### config.mk
export PLATFORM = sky130hd
export DESIGN_NAME = period_tick_gen
export DESIGN_NICKNAME = d
export VERILOG_FILES = /design/src/rtl/period_tick_gen.sv
export SDC_FILE = /design/constraint.sdc
export NUM_CORES = 1
export LEC_CHECK = 0
export CAP_MARGIN = 30
export CORE_MARGIN = 2
export CORE_UTILIZATION = 45
export DETAILED_ROUTE_END_ITERATION = 8
export PLACE_DENSITY = 0.77
export SKIP_LAST_GASP = 1
export SYNTH_ARGS = -nofsm -noshare
export SYNTH_HDL_FRONTEND = slang
export SYNTH_SLANG_ARGS = --single-unit
### constraint.sdc
create_clock -name clk_clk -period 7.8 [get_ports clk_clk]
set_input_delay 1.56 -clock clk_clk [delete_from_list [all_inputs] [get_ports clk_clk]]
set_output_delay 1.56 -clock clk_clk [all_outputs]
set_load 0.03 [all_outputs]
### src/rtl/period_tick_gen.sv
// Period/tick generator fed by the Nios II period0 PIO export; period updates are shadowed to period boundaries.
// Optional macro PERIOD_GEN_DUTY_EN adds a duty_in port with a programmable high time.
module period_tick_gen #(
    parameter int WIDTH      = 28,
    parameter int CNT_W      = 16,
    parameter int MIN_PERIOD = 2
) (
    input  logic             clk_clk,
    input  logic             reset_reset,
    input  logic [WIDTH-1:0] period_in,
`ifdef PERIOD_GEN_DUTY_EN
    input  logic [WIDTH-1:0] duty_in,
`endif
    input  logic             enable,
    input  logic             tick_clr,
    output logic             wave,
    output logic             tick,
    output logic             active,
    output logic [WIDTH-1:0] period_cur,
    output logic [CNT_W-1:0] tick_count
);

    localparam logic [0:0] IDLE = 1'b0;
    localparam logic [0:0] RUN  = 1'b1;
    localparam logic [WIDTH-1:0] ONE = WIDTH'(1);

    logic [0:0]       state, state_nxt;
    logic [WIDTH-1:0] cnt, cnt_nxt, period_nxt, thr_nxt;
    logic             load, boundary;
`ifdef PERIOD_GEN_DUTY_EN
    logic [WIDTH-1:0] duty_cur, duty_nxt;
`endif

    assign load     = enable && (period_in >= WIDTH'(MIN_PERIOD));
    assign boundary = (state == RUN) && (cnt == period_cur - ONE);

    always_comb begin
        state_nxt  = state;
        cnt_nxt    = cnt;
        period_nxt = period_cur;
`ifdef PERIOD_GEN_DUTY_EN
        duty_nxt   = duty_cur;
`endif
        case (state)
            IDLE: begin
                if (load) begin
                    state_nxt  = RUN;
                    cnt_nxt    = '0;
                    period_nxt = period_in;
`ifdef PERIOD_GEN_DUTY_EN
                    duty_nxt   = duty_in;
`endif
                end
            end
            default: begin
                if (boundary) begin
                    cnt_nxt = '0;
                    if (load) begin
                        period_nxt = period_in;
`ifdef PERIOD_GEN_DUTY_EN
                        duty_nxt   = duty_in;
`endif
                    end else begin
                        state_nxt = IDLE;
                    end
                end else begin
                    cnt_nxt = cnt + ONE;
                end
            end
        endcase
`ifdef PERIOD_GEN_DUTY_EN
        thr_nxt = duty_nxt;
`else
        thr_nxt = period_nxt >> 1;
`endif
    end

    // Outputs are registered from next-state values so they line up with cnt without combinational decode.
    always_ff @(posedge clk_clk) begin
        if (reset_reset) begin
            state      <= IDLE;
            cnt        <= '0;
            period_cur <= '0;
`ifdef PERIOD_GEN_DUTY_EN
            duty_cur   <= '0;
`endif
            wave       <= 1'b0;
            tick       <= 1'b0;
            active     <= 1'b0;
            tick_count <= '0;
        end else begin
            state      <= state_nxt;
            cnt        <= cnt_nxt;
            period_cur <= period_nxt;
`ifdef PERIOD_GEN_DUTY_EN
            duty_cur   <= duty_nxt;
`endif
            active     <= (state_nxt == RUN);
            wave       <= (state_nxt == RUN) && (cnt_nxt < thr_nxt);
            tick       <= (state_nxt == RUN) && (cnt_nxt == period_nxt - ONE);
            if (tick_clr)
                tick_count <= boundary ? CNT_W'(1) : '0;
            else if (boundary)
                tick_count <= tick_count + CNT_W'(1);
        end
    end

endmodule
**Run 1: signal wires on met1**

The bar under the picture is 50 um long.
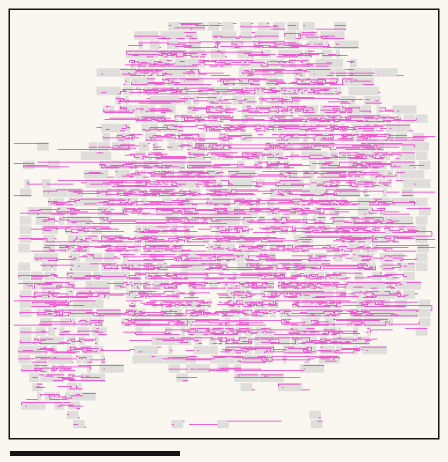
longest straight run: 29.9 um
nets with wire on the layer: 889
share of all routed wire: 43%

**Run 1: signal wires on met2**

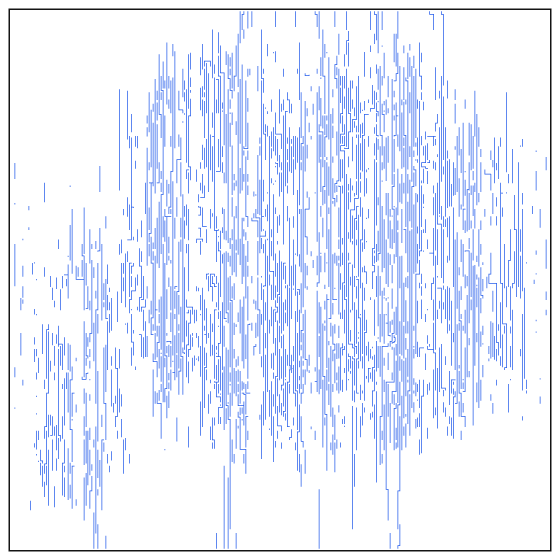
share of all routed wire: 42%
longest straight run: 47.6 um
main direction: vertical
wire length on this layer: 9240 um
nets with wire on the layer: 812

**Run 1: M3 wires**

The bar under the picture is 50 um long.
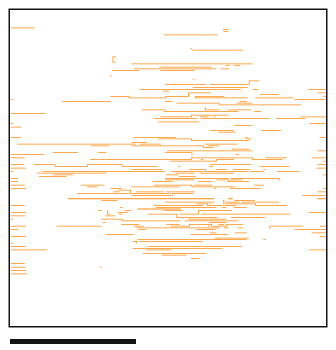
wire length on this layer: 2600 um
share of all routed wire: 12%
nets with wire on the layer: 162
main direction: horizontal
longest straight run: 58.0 um

==> flow_summary_export.csv, run 1 <==
group,metric,value,unit
critical_path,r2r-start,"period_cur[5]",
flow_run,warnings,26,
critical_path,path_max_fanout,9,
cts,htreeDepth,3,
final_layout,seq_share,19.36,%
logic_synthesis,top_cell_area_share,22.49,%
critical_path,slowest_delay,670,ps
logic_synthesis,yosys_area,6676,um2
floorplanning,core,14530,um2
final_layout,n_all_buffers,89,
final_layout,diodes,0,
final_timing,slew_headroom,39.73,%
run_status,status,"complete, no violations",
power_and_ir_drop,p_comb_share,29.4,%
global_route,antenna_found_initial,0,
final_layout,area.sequential,1501,um2
logic_synthesis,ys_cells,843,
critical_path,arrival,7130,ps
final_timing,rsz0062_at_grt,"false",
critical_path,r2r-end,"wave",
cts,root_buffer,"clkbuf_16",
placed_design,place.port_buffers,78,
final_layout,buf_share,11.23,%
cts,post_cts_resized,0,
logic_synthesis,synthDistinctLibCells,79,
power_and_ir_drop,leakagePower,0.003023,uW
cts,cts_hold_buffers,0,
floorplanning,die_x,125.8,um
critical_path,crit_chain,"clkdlybuf4s50_1 > or4_1 > nor4b_1 > a41oi_1 > and3_2 > a21o_1 > mux2i_1 > ha_1 > inv_1 > or3_1 > or3_1 > mux2i_1 > nand2_1 > o211ai_1 > o211a_1 > o221ai_1 > a2111oi_2",
cts,postCtsSetupBuffers,0,
drt,drt_drc_violations_left,0,
min_path,holdPathStages,2,
logic_synthesis,ys_seq_share,22.49,%
cts,clk_path_buf_depth,2,
final_timing,final-hold-violation-count,0,
final_layout,clk_share,3.726,%
drt,drtIter0Drc,741,
final_layout,flop-count,75,
critical_path,path_buffers,2,
power_and_ir_drop,peakVddDrop,0.0001165,V
min_path,holdPathEnd,"tick_count[1]",
critical_path,slowest_stage,"or4_1",
final_layout,comb_area,4775,um2
global_route,grt_pass1_wl,34.85,mm
power_and_ir_drop,p_int,764.3,uW
final_layout,nMultiInputCombCells,699,
critical_path,startpoint,"period_in[8]",
final_layout,nets,960,
cts,cts_buffers,9,
logic_synthesis,syn-mean-instance-area,7.920,um2
final_layout,syn_to_final_growth,16.17,%
logic_synthesis,yosysMostFrequentCell,"nor2_1",
floorplanning,dieArea,15830,um2
floorplanning,row_count,44,
placed_design,pre_cts_ws,696.5,ps
floorplanning,ioPinCount,79,
power_and_ir_drop,power.density,151.0,nW/um2
final_layout,largest_cell_class,"combinational gates",
final_timing,drv_slew,0,
min_path,min_from,"tick_count[1]",
final_layout,fillers,1395,
logic_synthesis,ys_async_sr_fraction,0,%
global_route,track_usage,27.71,%
final_timing,post-route-min-period,6883,ps
critical_path,critPathRequiredTime,8050,ps
final_timing,min_period_over_period,88.24,%
power_and_ir_drop,p_seq_share,35.6,%
logic_synthesis,flop_cell,"dfxtp_1",
-- run 1: layout by cell type (no fill, tap or decap), drive strengths merged, types with 14 or more instances in the layout --
cell type      count
a21oi             32
and3              14
clkdlybuf4s50     77
dfxtp             75
ha                30
inv               25
mux2i             42
nand2             55
nand3             33
nand4             26
nor2             104
nor2b             26
nor3              43
nor4              19
o21ai             30
or3               21
xnor2             42
xor2              46
-- run 1: power by group through the flow --
| stage | combinational [uW] | clock, uW | sequential [uW] |
|---|---|---|---|
| final | 344 | 410 | 417 |
| after global routing | 366 | 428 | 418 |
| after CTS | 335 | 416 | 416 |
| after detailed placement | 332 | 0 | 424 |
| after global placement | 330 | 0 | 424 |
| after floorplan | 221 | 0 | 432 |
-- run 1: registers in the layout, summed over array words and instances (netlist names) --
signal      flops
cnt            28
period_cur     28
state           1
tick            1
tick_count     16
wave            1
-- run 1: cells by family after synthesis --
| family | count (synthesis) | share of synthesized area, % |
|---|---|---|
| XOR/XNOR | 91 | 12.67 |
| flip-flops | 75 | 22.49 |
| multiplexers | 47 | 7.927 |
| adder cells (fa/ha/maj) | 30 | 5.622 |
| buffers and inverters | 69 | 5.997 |
| AND-OR/OR-AND | 137 | 14.21 |
| AND/OR/NAND/NOR | 394 | 31.09 |
-- run 1: per-stage QoR --
step                utilization (%)  area, um2  power, uW  hold WS [ps]
floorplan                         -       6676      652.3         553.3
global placement              51.38       7467      753.7         476.9
detailed placement            51.38       7467      755.6         483.4
CTS                           53.37       7756       1166         495.0
global route                  53.37       7756       1212         541.1
finish                        53.37       7756       1171         497.5
-- run 1: per-layer routing --
metal	GRT usage [%]	up-vias	share of wire, %
li1	-	3193	-
met1	38.45	3105	43
met2	40.89	384	42
met3	8.156	60	12
met4	9.955	0	3.1
met5	0	-	0
**Run 1: signal wires on met4**

The bar under the picture is 50 um long.
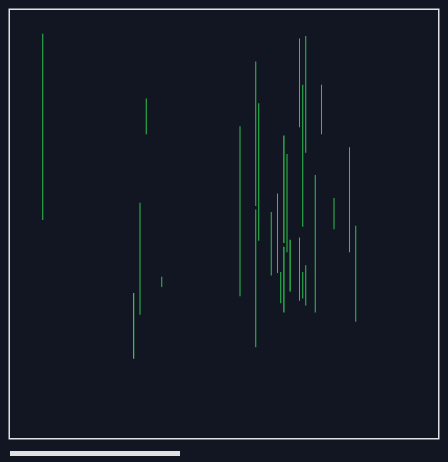

## Run 2: what changed since run 1
==> constraint.sdc (replaced) <==
create_clock -name clk_clk -period 8.32 [get_ports clk_clk]
set_input_delay 1.664 -clock clk_clk [delete_from_list [all_inputs] [get_ports clk_clk]]
set_output_delay 1.664 -clock clk_clk [all_outputs]
set_load 0.03 [all_outputs]
**Run 2: signal wires on met4**

The bar under the picture is 50 um long.
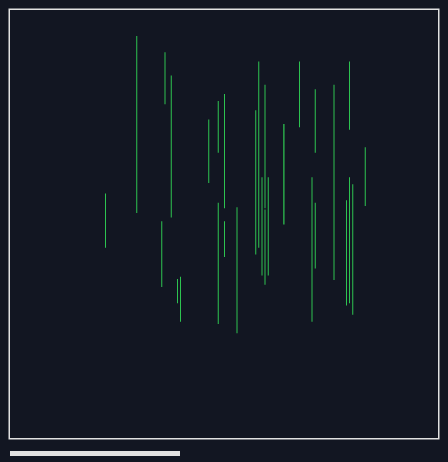
main direction: vertical
wire length on this layer: 850 um
share of all routed wire: 3.9%
longest straight run: 57.1 um

**Run 2: clock wiring as the flow saved it**

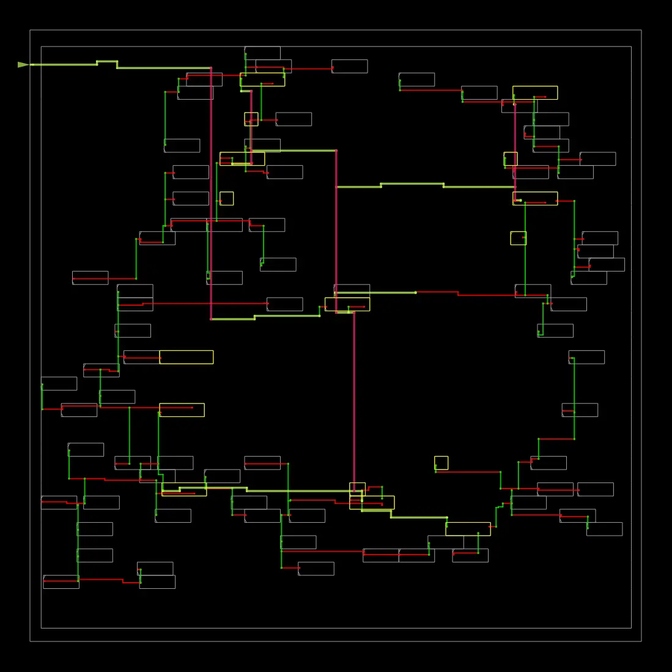
seq_cells: 75
CTS Buf Count: 9

==> flow_summary_export.csv, run 2 <==
group,metric,value,unit
run_status,status,"complete, no violations",
floorplanning,dieArea,15830,um2
critical_path,critPathRequiredTime,8580,ps
logic_synthesis,top_cell_area_share,22.49,%
final_timing,slew_headroom,33.12,%
logic_synthesis,yosysMostFrequentCell,"nor2_1",
final_timing,post-route-min-period,7036,ps
cts,htreeDepth,3,
power_and_ir_drop,clk-power,410,uW
final_timing,drv_slew,0,
power_and_ir_drop,powerComb,316,uW
global_route,grt_pass1_wl,34.40,mm
power_and_ir_drop,peakVddDrop,0.0001100,V
final_layout,syn_to_final_growth,16.04,%
logic_synthesis,mux_share,7.927,%
cts,clk_path_buf_depth,2,
power_and_ir_drop,finalPower,1116,uW
logic_synthesis,xor_share,12.67,%
final_layout,diodes,0,
final_timing,final-hold-violation-count,0,
power_and_ir_drop,p_int,729.7,uW
floorplanning,core,14530,um2
power_and_ir_drop,p_comb_share,28.3,%
logic_synthesis,ys_cells,843,
logic_synthesis,synthTopLogicFamily,"simple AND/OR/NAND/NOR gates",
final_layout,nets,957,
floorplanning,row_count,44,
power_and_ir_drop,power.group.top,"the clock network",
global_route,antenna_found_initial,0,
final_layout,largestRegisters,"cnt: 28 flops, period_cur: 28 flops, tick_count: 16 flops",
drt,drtIter0Drc,721,
logic_synthesis,ys_async_sr_fraction,0,%
placed_design,place.port_buffers,78,
critical_path,arrival,7290,ps
logic_synthesis,simple_gate_share,31.09,%
cts,postCtsSetupBuffers,0,
flow_run,warnings,26,
critical_path,end_kind,"flop",
final_timing,fmax,0.1421,GHz
power_and_ir_drop,leakagePower,0.003009,uW
logic_synthesis,yosys_area,6676,um2
final_timing,min_period_over_period,84.57,%
drt,drt_drc_violations_left,0,
logic_synthesis,ys_seq_share,22.49,%
final_layout,fillers,1385,
logic_synthesis,flop_cell,"dfxtp_1",
logic_synthesis,synthAdderAreaFrac,5.622,%
logic_synthesis,synthDistinctLibCells,79,
cts,post_cts_resized,0,
logic_synthesis,syn-mean-instance-area,7.920,um2
final_layout,lay_top_count,"nor2_1",
final_layout,final_cell_mix,"104 x nor2_1, 77 x clkdlybuf4s50_1, 75 x dfxtp_1",
final_timing,setup_viol,0,
floorplanning,die_x,125.8,um
-- run 2: cell counts after synthesis --
No cell type changed its count.
-- run 2: metrics by stage --
stage	util (%)	setup slack (ps)	instances	cell area (um2)
2_1_floorplan	-	2258	843	6676
3_3_place_gp	51.22	1248	1068	7445
3_5_place_dp	51.22	1026	1068	7445
4_1_cts	53.31	1382	1084	7747
5_1_grt	53.31	901.5	1084	7747
6_report	53.31	1284	1084	7747
-- run 2: logic make-up after synthesis --
group,Yosys count
AND-OR/OR-AND,137
XOR/XNOR,91
adder cells (fa/ha/maj),30
buffers and inverters,69
flip-flops,75
multiplexers,47
AND/OR/NAND/NOR,394
-- run 2: layout make-up --
class,count,area (um2),share of cell area (%)
clock buffer,9,225.2,2.907
clock inverter,7,77.57,1.001
inverter,24,90.09,1.163
multi-input combinational,699,4775,61.63
sequential,75,1501,19.38
tap,184,230.2,2.972
timing repair buffer,86,848.3,10.95
-- run 2: per-layer routing --
layer / vias to the layer above / part of all wire (%) / global-route usage [%]
met5: - / 0 / 0
met4: 0 / 3.9 / 12.02
met3: 66 / 11 / 5.947
met2: 399 / 42 / 40.38
met1: 3105 / 44 / 38.62
li1: 3172 / - / -
-- run 2: path summary, 6_finish.rpt --
kind / from / to / slack [ps] / cells past startpoint
setup / recovery: period_in[8] / tick / 1280 / 17
hold / removal: tick_count[1] / tick_count[1] / 500 / 2
setup reg to reg: period_cur[5] / wave / 1490 / 24
hold reg to reg: tick_count[1] / tick_count[1] / 500 / 2
-- run 2: critical path, cell delays in order --
cell	delay [ps]
clkdlybuf4s50_1	510
or4_1	670
nor4b_1	600
a41oi_1	300
and3_2	310
a21o_1	370
mux2i_1	350
ha_1	410
inv_1	210
or3_1	420
or3_1	310
mux2i_1	270
nand2_1	120
o211ai_1	210
o211a_1	180
o221ai_1	150
a2111oi_2	230
No activity file was given, so power comes from the tool's default toggle rates.
